--- src/rtl/cs_addsub_pipe.sv ---
// Two-stage pipelined carry-select add/subtract unit with valid/ready handshake.
// Stage 1 precomputes every upper segment for both carry-ins; stage 2 ripples the select chain.
module cs_addsub_pipe #(
  parameter int WIDTH = 16,
  parameter int SEG   = 4
) (
  input  logic             clk,
  input  logic             rst,
  input  logic             in_valid,
  output logic             in_ready,
  input  logic [WIDTH-1:0] a,
  input  logic [WIDTH-1:0] b,
  input  logic             c_in,
  input  logic             mode,
  output logic             out_valid,
  input  logic             out_ready,
  output logic [WIDTH-1:0] sum,
  output logic             c_out,
  output logic             ovf,
  output logic             zero
);

  localparam int NSEG = WIDTH / SEG;

  // Global pipeline enable: the whole pipe advances unless a result is waiting on a stalled sink.
  logic en;
  logic accept;

  assign en       = !out_valid | out_ready;
  assign in_ready = en;
  assign accept   = in_valid & en;

  // Subtraction is folded into addition of the inverted operand with an inverted borrow.
  logic [WIDTH-1:0] b_eff;
  logic             cin_eff;

  assign b_eff   = mode ? ~b : b;
  assign cin_eff = mode ? ~c_in : c_in;

  // ---------------------------------------------------------------
  // Stage 1 combinational: per-segment sums
  // ---------------------------------------------------------------
  logic [SEG:0]                 seg0_full;
  logic [NSEG-1:1][SEG-1:0]     sum0_next;
  logic [NSEG-1:1][SEG-1:0]     sum1_next;
  logic [NSEG-1:1]              carry0_next;
  logic [NSEG-1:1]              carry1_next;

  assign seg0_full = {1'b0, a[SEG-1:0]} + {1'b0, b_eff[SEG-1:0]} + {{SEG{1'b0}}, cin_eff};

  generate
    for (genvar gi = 1; gi < NSEG; gi++) begin : g_seg_pre
      logic [SEG:0] full0;
      logic [SEG:0] full1;

      assign full0 = {1'b0, a[gi*SEG +: SEG]} + {1'b0, b_eff[gi*SEG +: SEG]};
      assign full1 = {1'b0, a[gi*SEG +: SEG]} + {1'b0, b_eff[gi*SEG +: SEG]}
                     + {{SEG{1'b0}}, 1'b1};

      assign sum0_next[gi]   = full0[SEG-1:0];
      assign carry0_next[gi] = full0[SEG];
      assign sum1_next[gi]   = full1[SEG-1:0];
      assign carry1_next[gi] = full1[SEG];
    end
  endgenerate

  // ---------------------------------------------------------------
  // Stage 1 registers
  // ---------------------------------------------------------------
  logic                     s1_valid_reg;
  logic [SEG-1:0]           s1_seg0_sum_reg;
  logic                     s1_seg0_carry_reg;
  logic [NSEG-1:1][SEG-1:0] s1_sum0_reg;
  logic [NSEG-1:1][SEG-1:0] s1_sum1_reg;
  logic [NSEG-1:1]          s1_carry0_reg;
  logic [NSEG-1:1]          s1_carry1_reg;
  logic                     s1_a_msb_reg;
  logic                     s1_b_msb_reg;

  always_ff @(posedge clk or posedge rst) begin
    if (rst) begin
      s1_valid_reg      <= 1'b0;
      s1_seg0_sum_reg   <= '0;
      s1_seg0_carry_reg <= 1'b0;
      s1_sum0_reg       <= '0;
      s1_sum1_reg       <= '0;
      s1_carry0_reg     <= '0;
      s1_carry1_reg     <= '0;
      s1_a_msb_reg      <= 1'b0;
      s1_b_msb_reg      <= 1'b0;
    end else if (en) begin
      s1_valid_reg <= accept;
      if (accept) begin
        s1_seg0_sum_reg   <= seg0_full[SEG-1:0];
        s1_seg0_carry_reg <= seg0_full[SEG];
        s1_sum0_reg       <= sum0_next;
        s1_sum1_reg       <= sum1_next;
        s1_carry0_reg     <= carry0_next;
        s1_carry1_reg     <= carry1_next;
        s1_a_msb_reg      <= a[WIDTH-1];
        s1_b_msb_reg      <= b_eff[WIDTH-1];
      end
    end
  end

  // ---------------------------------------------------------------
  // Stage 2 combinational: carry-select chain
  // ---------------------------------------------------------------
  logic [NSEG:1]    carry_sel;
  logic [WIDTH-1:0] sum_next;
  logic             c_out_next;
  logic             ovf_next;
  logic             zero_next;

  assign carry_sel[1]       = s1_seg0_carry_reg;
  assign sum_next[SEG-1:0]  = s1_seg0_sum_reg;

  generate
    for (genvar gi = 1; gi < NSEG; gi++) begin : g_seg_sel
      assign sum_next[gi*SEG +: SEG] = carry_sel[gi] ? s1_sum1_reg[gi] : s1_sum0_reg[gi];
      assign carry_sel[gi+1]         = carry_sel[gi] ? s1_carry1_reg[gi] : s1_carry0_reg[gi];
    end
  endgenerate

  // Carry into the MSB is recovered from the MSB sum bit and its two operand bits.
  assign c_out_next = carry_sel[NSEG];
  assign ovf_next   = sum_next[WIDTH-1] ^ s1_a_msb_reg ^ s1_b_msb_reg ^ c_out_next;
  assign zero_next  = ~|sum_next;

  // ---------------------------------------------------------------
  // Stage 2 registers / outputs
  // ---------------------------------------------------------------
  always_ff @(posedge clk or posedge rst) begin
    if (rst) begin
      out_valid <= 1'b0;
      sum       <= '0;
      c_out     <= 1'b0;
      ovf       <= 1'b0;
      zero      <= 1'b0;
    end else if (en) begin
      out_valid <= s1_valid_reg;
      // Bubbles leave the last result on the bus rather than loading stale stage-1 data.
      if (s1_valid_reg) begin
        sum   <= sum_next;
        c_out <= c_out_next;
        ovf   <= ovf_next;
        zero  <= zero_next;
      end
    end
  end

endmodule

--- config.mk ---
export PLATFORM = sky130hd
export DESIGN_NAME = cs_addsub_pipe
export DESIGN_NICKNAME = d
export VERILOG_FILES = /design/src/rtl/cs_addsub_pipe.sv
export SDC_FILE = /design/constraint.sdc
export NUM_CORES = 1
export LEC_CHECK = 0
export CAP_MARGIN = 20
export CORE_ASPECT_RATIO = 1.25
export CORE_UTILIZATION = 45
export DETAILED_ROUTE_END_ITERATION = 6
export PLACE_DENSITY = 0.69
export REMOVE_ABC_BUFFERS = 1
export SETUP_SLACK_MARGIN = 0.4
export SLEW_MARGIN = 10
export SYNTH_ARGS = -nofsm -noshare
export SYNTH_HDL_FRONTEND = slang
export SYNTH_SLANG_ARGS = --single-unit
--- constraint.sdc ---
create_clock -name clk -period 1.84 [get_ports clk]
set_input_delay 0.276 -clock clk [delete_from_list [all_inputs] [get_ports clk]]
set_output_delay 0.276 -clock clk [all_outputs]
set_load 0.01 [all_outputs]
layer_met1.png
The bar under the picture is 20 µm long. Supply wires on this layer in gray.
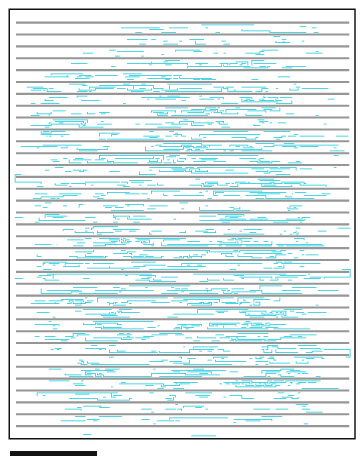
wire length on this layer: 3360 µm
share of all routed wire: 38%

layer_met2.png
Cells faint in the background.
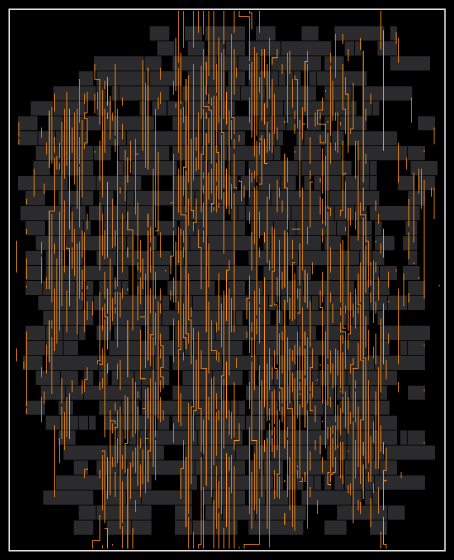
share of all routed wire: 57%
nets with wire on the layer: 459
longest straight run: 36.0 µm
GRT met2 Usage: 43.21%
routed wire length: 8770 µm
via count: 2901

layer_met3.png
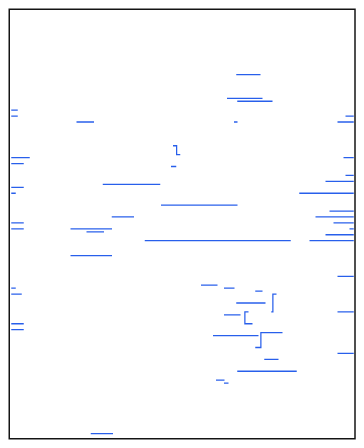
share of all routed wire: 3.3%
nets with wire on the layer: 44
longest straight run: 33.1 µm
wire length on this layer: 286 µm
main direction: horizontal

layer_met4.png
Supply wires on this layer in gray.
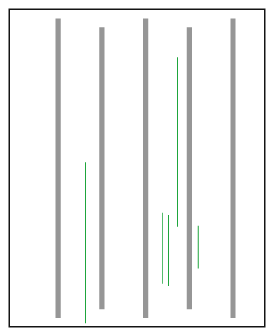
wire length on this layer: 158 µm
share of all routed wire: 1.8%

==> results.cfg <==
; physical design summary
[placement]
finalWeightedCongestion = 0.8513
dpl.hpwl_um = 5538
dpl_worst_slack_ns = -1.177
post_dp_cell_area_mm2 = 0.004309
io_buffers = 58

[grt]
grt_pass1_vias = 3034
grt_max_degree = 59
top_usage_layer = met2
track_usage_pct = 23.10
grt-ovfl-total = 0
met1_usage_pct = 25.00
antenna_found_initial = 0
use_met3_pct = 4.486
grt_pass1_wl_um = 13690

[detailed_routing]
wl_per_cell_um = 15.86
drt_first_pass_iters = 5
viasPerCell = 5.246
drt_iter0_markers = 136
drtAntennaViolNets = 0
wl_met3_um = 286
drc = 0
highest_layer = met4
wl_met2_um = 4965
m1WireLength_um = 3359

[cells_and_area]
buffers = 126
seq_share_pct = 27.20
comb_cells = 252
flop-count = 58
flop_area_mm2 = 0.001453
clockBufferCount = 11
nonClkBufAreaFrac_pct = 21.67
syn_to_final_growth_pct = 60.67
stdcell_area_mm2 = 0.005341
lay_top_cells = nand2_1, dfrtp_1, buf_4
drive_above_1_share_pct = 37.80
biggestCellCategory = multi-input combinational cells
fill_cells = 472
num-nonclk-inverters = 11
clock_area_share_pct = 3.935
finalNetCount = 520
mi_logic_area_mm2 = 0.002365
comb_share_pct = 44.27
layout_top_cell = nand2_1
largest_register_ffs = 16
diodes = 0
final_util_pct = 75.64

[power]
p_leak_nw = 2.500
vdd_drop_max_v = 0.0005964
finalPower_w = 0.005797
powerDensity_mw_per_mm2 = 1085

[yosys]
compound_area_share_pct = 10.05
synthCells = 334
synth_flops = 58
ys_types = 40
synth_top_cell_by_count = nand2_1
common_cells = nand2_1, dfrtp_1, o21ai_0
edf_count = 0
synth_xor_xnor_area_share_pct = 9.673
synth_warnings = 0
syn_area_per_cell_um2 = 9.953
simple_gate_share_pct = 15.62
ys.flop_type = dfrtp_1
synth_area_mm2 = 0.003324
ys_area_mm2 = 0.003324
yosys.stat.seqShare_pct = 43.66
adder_share_pct = 10.16
ys_cells = 334
ys_async_sr_fraction_pct = 100.0
synthTopCellsByArea = dfrtp_1, nand2_1, ha_1
top_logic_kind = simple AND/OR/NAND/NOR gates
mux_share_pct = 7.904
top_cell_area_share_pct = 43.66
yosysTopAreaCell = dfrtp_1

[critical_path]
cp_max_fo = 3
critPathMaxStageDelay_ns = 0.46
cp_slowest_cell = fa_2
worstSetupPathType = input port to flop
r2r-start = s1_seg0_carry_reg
critical_path.endpoint = s1_carry1_reg[3]
setup.worst_path.end_class = flop
worstPathCellList = buf_12 > buf_6 > xor2_2 > inv_2 > fa_2 > inv_2 > ha_4 > nand2_4 > nor4bb_4 > o2111ai_1 > o211ai_1
rrSetupSlack_ns = 0.23
worstPathRequired_ns = 2.08
critPathLaunchType = input port
arrival_ns = 2.13
worst_path_most_repeated_cell = inv_2
reg2reg_depth = 5
cp-startpoint = mode
r2r-end = sum[15]

[timing]
final_hold_viol_count = 0
skew_ns = 0.01263
worstMarginPinSlew_ns = 0.3323
period_used_pct = 102.6
final.setup.tns_ns = -0.04791
period_needed_ns = 1.887
worst_slack_ns = -0.04718
relSlewSlack_pct = 77.64
fmax_ghz = 0.5299
drv_slew = 0
rsz0062_at_grt = yes
setup_violations = 2

[run]
warnings = 28
cap_violations = 0

[clocking]
clk_latency_ns = 0.33
root_buffer = clkbuf_8
htreeDepth = 3
cts_sinks = 58
clk_pin_slew_ns = 0.07
cts_buffers = 9
clk_path_buf_depth = 2
cts_tree = built

[floorplanning]
rows = 34
dieArea_mm2 = 0.007737
die_x_um = 78.88
pin_count = 59
design.core.area_mm2 = 0.007062
initCoreUtil_pct = 47.08
die_h_um = 98.10
taps = 90

[min_path]
min_path_type = input port to asynchronous set/reset pin

[run_status]
failed_checks = setup timing
status = finished with violations
critical path: cells and delay by family:
family / cells / cell delay (ns)
fa+ha+maj: 2 / 0.62
buf+inv: 4 / 0.38
simple gates: 2 / 0.36
compound gates: 2 / 0.30
xor+xnor: 1 / 0.17
through the flow:
stage                     hold WS [ns]  std cells
after detailed placement        0.4690        512
after floorplan                 0.3814        321
after global routing            0.3304        553
after CTS                       0.3242        545
final                           0.3145        553
after global placement          0.4595        512
what timing repair did:
item                                    CTS  global route
hold buffers                              0             0
setup buffers                            17             8
endpoints found under the setup margin   66            40
gates resized                           154            56
pin swaps                                56            33
where the power goes:
group / internal (W) / leakage [nW] / switching (W)
logic: 0.00136 / 1.68 / 0.00115
registers: 0.00170 / 0.713 / 0.000334
clock network: 0.000761 / 0.107 / 0.000492
total: 0.00382 / 2.50 / 0.00198
No activity file was given, so power comes from the tool's default toggle rates.
